Figure 1. Clock nets.
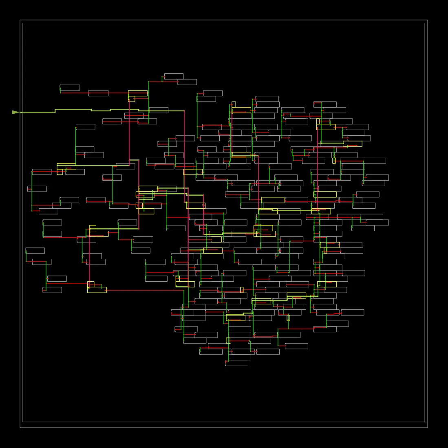
Figure 2. Metal layers overlaid.
Scale bar: 50 µm.
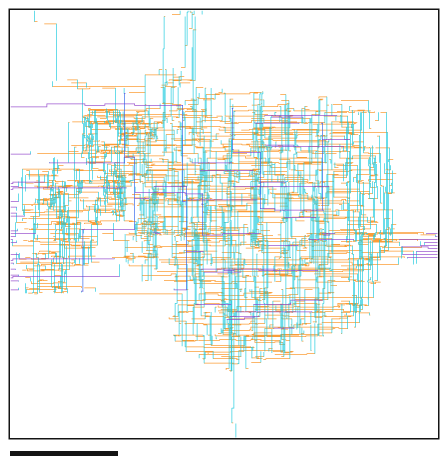
Figure 3. Ports around the boundary.
Pins as bars across the die edge, other pins in grey.
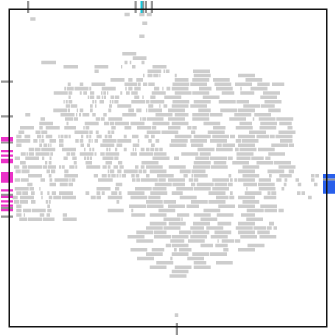
===== src/rtl/uart_pkg.sv =====
// Shared definitions for the UART receive path: FSM encoding, oversampling
// constants, receive FIFO entry layout and the parity check helper.
package uart_pkg;

    typedef enum logic [2:0] {
        ST_IDLE     = 3'd0,
        ST_START    = 3'd1,
        ST_DATA     = 3'd2,
        ST_PARITY   = 3'd3,
        ST_STOP     = 3'd4,
        ST_WAITIDLE = 3'd5
    } rx_state_e;

    localparam int OVERSAMPLE = 16;
    localparam int MID_SAMPLE = 7;
    localparam int ENTRY_W    = 10;

    // True when the received parity bit does not match the selected sense.
    function automatic logic parity_error(input logic [7:0] data,
                                          input logic       parityBit,
                                          input logic       parityOdd);
        return ((^data) ^ parityBit) != parityOdd;
    endfunction

endpackage


===== src/rtl/uart_rx_fifo.sv =====
// Receive FIFO: 2**n entries of {framingError, parityError, data[7:0]}.
// Pushes when full are dropped; pops when empty are ignored.
module uart_rx_fifo
    import uart_pkg::*;
#(
    parameter int nrOfFifoAddressBits = 4
) (
    input  logic               clock,
    input  logic               reset,
    input  logic               push,
    input  logic [ENTRY_W-1:0] pushData,
    input  logic               pop,
    output logic [ENTRY_W-1:0] headData,
    output logic               empty,
    output logic               full
);

    localparam int AW    = nrOfFifoAddressBits;
    localparam int DEPTH = 2 ** AW;

    logic [ENTRY_W-1:0] mem_r [DEPTH];
    logic [AW-1:0]      wr_ptr_r;
    logic [AW-1:0]      rd_ptr_r;
    logic               empty_r;
    logic               full_r;
    logic               do_push_s;
    logic               do_pop_s;
    logic [AW-1:0]      wr_next_s;
    logic [AW-1:0]      rd_next_s;

    assign do_push_s = push & ~full_r;
    assign do_pop_s  = pop & ~empty_r;
    assign wr_next_s = wr_ptr_r + {{(AW-1){1'b0}}, 1'b1};
    assign rd_next_s = rd_ptr_r + {{(AW-1){1'b0}}, 1'b1};

    // Storage write port; contents only matter behind a valid pointer.
    always_ff @(posedge clock) begin
        if (do_push_s) begin
            mem_r[wr_ptr_r] <= pushData;
        end
    end

    // Pointers and registered occupancy flags.
    always_ff @(posedge clock or posedge reset) begin
        if (reset) begin
            wr_ptr_r <= {AW{1'b0}};
            rd_ptr_r <= {AW{1'b0}};
            empty_r  <= 1'b1;
            full_r   <= 1'b0;
        end else begin
            if (do_push_s) begin
                wr_ptr_r <= wr_next_s;
            end
            if (do_pop_s) begin
                rd_ptr_r <= rd_next_s;
            end
            // Simultaneous push and pop leaves occupancy and both flags as they were.
            if (do_push_s && !do_pop_s) begin
                empty_r <= 1'b0;
                full_r  <= (wr_next_s == rd_ptr_r);
            end else if (do_pop_s && !do_push_s) begin
                full_r  <= 1'b0;
                empty_r <= (rd_next_s == wr_ptr_r);
            end
        end
    end

    assign headData = empty_r ? {ENTRY_W{1'b0}} : mem_r[rd_ptr_r];
    assign empty    = empty_r;
    assign full     = full_r;

endmodule


===== src/rtl/uart_rx_buffered.sv =====
// UART receiver: 2-flop input synchronizer, oversampling tick generator,
// 8N1/8E1/8O1 deframing FSM and a receive FIFO with sticky error flags.
module uart_rx_buffered
    import uart_pkg::*;
#(
    parameter int nrOfFifoAddressBits = 4,
    parameter int oversample          = OVERSAMPLE
) (
    input  logic        clock,
    input  logic        reset,
    input  logic        uartRxd,
    input  logic [15:0] baudDivisor,
    input  logic        parityEnable,
    input  logic        parityOdd,
    input  logic        fifoRe,
    input  logic        clearErrors,
    output logic        fifoEmpty,
    output logic        fifoFull,
    output logic [7:0]  dataOut,
    output logic        parityErrorOut,
    output logic        framingErrorOut,
    output logic        overrunError,
    output logic        breakDetected,
    output logic        rxBusy
);

    localparam int TICK_W = $clog2(oversample);
    localparam logic [TICK_W-1:0] MID_TICK  = TICK_W'(oversample / 2 - 1);
    localparam logic [TICK_W-1:0] LAST_TICK = TICK_W'(oversample - 1);

    logic              rx_meta_r;
    logic              rx_sync_r;
    logic              rxs_s;
    logic [15:0]       baud_cnt_r;
    logic              tick_s;
    logic [TICK_W-1:0] tick_cnt_r;
    logic              sample_s;
    logic              start_edge_s;
    rx_state_e         state_r;
    rx_state_e         next_state_s;
    logic [7:0]        shift_r;
    logic [2:0]        bit_idx_r;
    logic              parity_err_r;
    logic              busy_r;
    logic              push_s;
    logic              framing_s;
    logic              overrun_r;
    logic              break_r;
    logic              fifo_full_s;
    logic              fifo_empty_s;
    logic [ENTRY_W-1:0] head_s;

    // Metastability guard on the pad input, idle-high after reset.
    always_ff @(posedge clock or posedge reset) begin
        if (reset) begin
            rx_meta_r <= 1'b1;
            rx_sync_r <= 1'b1;
        end else begin
            rx_meta_r <= uartRxd;
            rx_sync_r <= rx_meta_r;
        end
    end

    assign rxs_s        = rx_sync_r;
    assign start_edge_s = (state_r == ST_IDLE) && !rxs_s;
    assign tick_s       = (baud_cnt_r == 16'd0);
    assign sample_s     = tick_s && (tick_cnt_r == MID_TICK) && (state_r != ST_IDLE);

    // Baud tick divider; restarted on the start edge to align the sampling phase.
    always_ff @(posedge clock or posedge reset) begin
        if (reset) begin
            baud_cnt_r <= 16'd0;
        end else if (start_edge_s || tick_s) begin
            baud_cnt_r <= baudDivisor;
        end else begin
            baud_cnt_r <= baud_cnt_r - 16'd1;
        end
    end

    // Tick position within the current bit; wraps every oversample ticks.
    always_ff @(posedge clock or posedge reset) begin
        if (reset) begin
            tick_cnt_r <= {TICK_W{1'b0}};
        end else if (start_edge_s) begin
            tick_cnt_r <= {TICK_W{1'b0}};
        end else if (tick_s) begin
            tick_cnt_r <= (tick_cnt_r == LAST_TICK) ? {TICK_W{1'b0}} : tick_cnt_r + 1'b1;
        end
    end

    // FSM state register.
    always_ff @(posedge clock or posedge reset) begin
        if (reset) begin
            state_r <= ST_IDLE;
            busy_r  <= 1'b0;
        end else begin
            state_r <= next_state_s;
            busy_r  <= (next_state_s != ST_IDLE);
        end
    end

    // FSM next-state logic.
    always_comb begin
        next_state_s = state_r;
        case (state_r)
            ST_IDLE: begin
                if (!rxs_s) next_state_s = ST_START;
                else        next_state_s = ST_IDLE;
            end
            ST_START: begin
                if (sample_s) next_state_s = rxs_s ? ST_IDLE : ST_DATA;
                else          next_state_s = ST_START;
            end
            ST_DATA: begin
                if (sample_s && bit_idx_r == 3'd7) next_state_s = parityEnable ? ST_PARITY : ST_STOP;
                else                                next_state_s = ST_DATA;
            end
            ST_PARITY: begin
                if (sample_s) next_state_s = ST_STOP;
                else          next_state_s = ST_PARITY;
            end
            ST_STOP: begin
                if (sample_s) next_state_s = rxs_s ? ST_IDLE : ST_WAITIDLE;
                else          next_state_s = ST_STOP;
            end
            ST_WAITIDLE: begin
                // A line held low must return high before a new start is accepted.
                if (rxs_s) next_state_s = ST_IDLE;
                else       next_state_s = ST_WAITIDLE;
            end
            default: next_state_s = ST_IDLE;
        endcase
    end

    // FSM outputs: the push strobe coincides with the stop-bit sample.
    always_comb begin
        push_s    = 1'b0;
        framing_s = 1'b0;
        if (state_r == ST_STOP && sample_s) begin
            push_s    = 1'b1;
            framing_s = ~rxs_s;
        end else begin
            push_s    = 1'b0;
            framing_s = 1'b0;
        end
    end

    // Character datapath: LSB-first shift register, bit index and parity result.
    always_ff @(posedge clock or posedge reset) begin
        if (reset) begin
            shift_r      <= 8'd0;
            bit_idx_r    <= 3'd0;
            parity_err_r <= 1'b0;
        end else if (state_r == ST_IDLE) begin
            bit_idx_r    <= 3'd0;
            parity_err_r <= 1'b0;
        end else if (sample_s) begin
            case (state_r)
                ST_DATA: begin
                    shift_r   <= {rxs_s, shift_r[7:1]};
                    bit_idx_r <= bit_idx_r + 3'd1;
                end
                ST_PARITY: parity_err_r <= parity_error(shift_r, rxs_s, parityOdd);
                default:   parity_err_r <= parity_err_r;
            endcase
        end
    end

    // Sticky error flags; a set in the same cycle as a clear takes priority.
    always_ff @(posedge clock or posedge reset) begin
        if (reset) begin
            overrun_r <= 1'b0;
            break_r   <= 1'b0;
        end else begin
            if (push_s && fifo_full_s)  overrun_r <= 1'b1;
            else if (clearErrors)       overrun_r <= 1'b0;
            if (push_s && framing_s && shift_r == 8'd0) break_r <= 1'b1;
            else if (clearErrors)                       break_r <= 1'b0;
        end
    end

    uart_rx_fifo #(
        .nrOfFifoAddressBits(nrOfFifoAddressBits)
    ) u_fifo (
        .clock    (clock),
        .reset    (reset),
        .push     (push_s),
        .pushData ({framing_s, parity_err_r, shift_r}),
        .pop      (fifoRe),
        .headData (head_s),
        .empty    (fifo_empty_s),
        .full     (fifo_full_s)
    );

    assign fifoEmpty       = fifo_empty_s;
    assign fifoFull        = fifo_full_s;
    assign dataOut         = head_s[7:0];
    assign parityErrorOut  = head_s[8];
    assign framingErrorOut = head_s[9];
    assign overrunError    = overrun_r;
    assign breakDetected   = break_r;
    assign rxBusy          = busy_r;

endmodule


===== config.mk =====
export PLATFORM = sky130hd
export DESIGN_NAME = uart_rx_buffered
export DESIGN_NICKNAME = d
export VERILOG_FILES = /design/src/rtl/uart_pkg.sv /design/src/rtl/uart_rx_fifo.sv /design/src/rtl/uart_rx_buffered.sv
export SDC_FILE = /design/constraint.sdc
export NUM_CORES = 1
export LEC_CHECK = 0
export CORE_UTILIZATION = 24
export DETAILED_ROUTE_END_ITERATION = 10
export SLEW_MARGIN = 20
export SYNTH_ARGS = -nofsm -noshare
export SYNTH_HDL_FRONTEND = slang
export SYNTH_SLANG_ARGS = --single-unit

===== constraint.sdc =====
create_clock -name clock -period 3.3 [get_ports clock]
set_input_delay 0.495 -clock clock [delete_from_list [all_inputs] [get_ports clock]]
set_output_delay 0.495 -clock clock [all_outputs]
set_load 0.1 [all_outputs]

==> results.tsv <==
metric	value	unit
status	finished clean	
layout cells sized above 1	0.227	
commonest register cell after synthesis	edfxtp_1	
Max H-tree Level	1	
Clk pin slew, worst setup/hold paths	60	ps
Gate Count Post-Synth	543	
GR met2 Demand/Resource	0.161	
Net Sw Power	2.68	mW
ant diodes	0	
reg-to-reg startpoint	baud_cnt_r[0]	
Top cell excl fill/tap	edfxtp_1	
cell total in the yosys stat output	543	
clock skew	14.4	ps
Hold-fix buffers, CTS	0	
PortBufs	37	
crit path buf inv count	2	
sw frac	0.342	
Critical path origin	u_fifo.rd_ptr_r[0]	
Final Setup Violations	0	
Top class by area	flip-flops and latches	
Total Neg Setup Slack	0	ps
Die Y	197	µm
TritonCTS Sinks	210	
Post-synth seq share	0.662	
number of core rows	71	
logic gate share of total power	0.267	
clk buf depth	3	
Crit path largest cell delay	610	ps
Period minus WS final	3100	ps
fin nets	642	
Area Growth Syn to Fin	20.2	%
global route hottest layer	met2	
fillcell total	3715	
fraction of area in registers	0.551	
critical setup path kind	register to primary output	
First DRT Iteration DRCs	442	
delay-heaviest family, CP	multiplexers	
fraction of area in multi-input gates	0.261	
Pwr per Cell Area	711	nW/µm²
top-count cell post-synth	edfxtp_1	
Flop area	6060	µm²
root buf cell	clkbuf_16	
number of logic gates	282	
post-layout util	0.293	
Placed Cells incl. Taps	1090	
Placed Instance Area	10300	µm²
non-clock buffer count in the final layout	67	
Reg with most FFs	u_fifo.mem_r	
cell accounting for the most synthesized area	edfxtp_1	
WP data required	2800	ps
Top pwr grp	sequential cells	
DRC	0	
Seq cells post-synth	210	
CP max-delay cell	dfrtp_4	
Power Sequential	3.20	mW
Antenna Nets Post-Route	0	
Metal-1 WL	9100	µm
met3 wire len	1130	µm
vias per cell	4.36	
XORs/XNORs by Area	0.0312	
top cells by count	edfxtp_1 (160), dfrtp_1 (47), mux4_2 (40)	
met1 usage	0.144	
R2R Setup Slk	540	ps
Worst path depth	5	
FFs w/ async S/R, synth	0.238	
worst hold margin	153	ps
IO Pins	38	
leading registers by flop count	u_fifo.mem_r (160), baud_cnt_r (16), shift_r (8)	
Log Warnings	30	
aoi share	0.0365	
Signal inverters	20	
Unique cell types	57	
RSZ-0062 raised after global routing	no	
Setup crit start kind	register	
Clock Network Area Fraction	0.0681	
Critical Path End	dataOut[5]	
critical path fanouts, max	22	
clock share of power	0.324	
drt pass-1 iters	4	
synthesized cell area	9160	µm²
Slew @ Worst Pin	961	ps
total power	7.83	mW
Hold Crit Class	input pin to async pin	
count of warnings emitted by yosys	0	
About Figure 1:
Worst-Skew Late Latency: 520 ps
seq_cells: 210
CTS buffer count: 23

About Figure 2:
Key: purple = M3 [wire length 1130 µm]; cyan = M2 [wire length 8910 µm]; blue = M4 [wire length 290 µm]; orange = M1 [wire length 9100 µm]
wire length per cell: 17.2 µm
overall routing resource usage: 0.102
via count: 4931

About Figure 3:
Key: cyan = `clearErrors` [pins 1, direction input, edge top]; blue = `dataOut` [pins 8, direction output, edge right]; magenta = `baudDivisor` [pins 16, direction input, edge left]

Power and IR drop assume default switching activity.
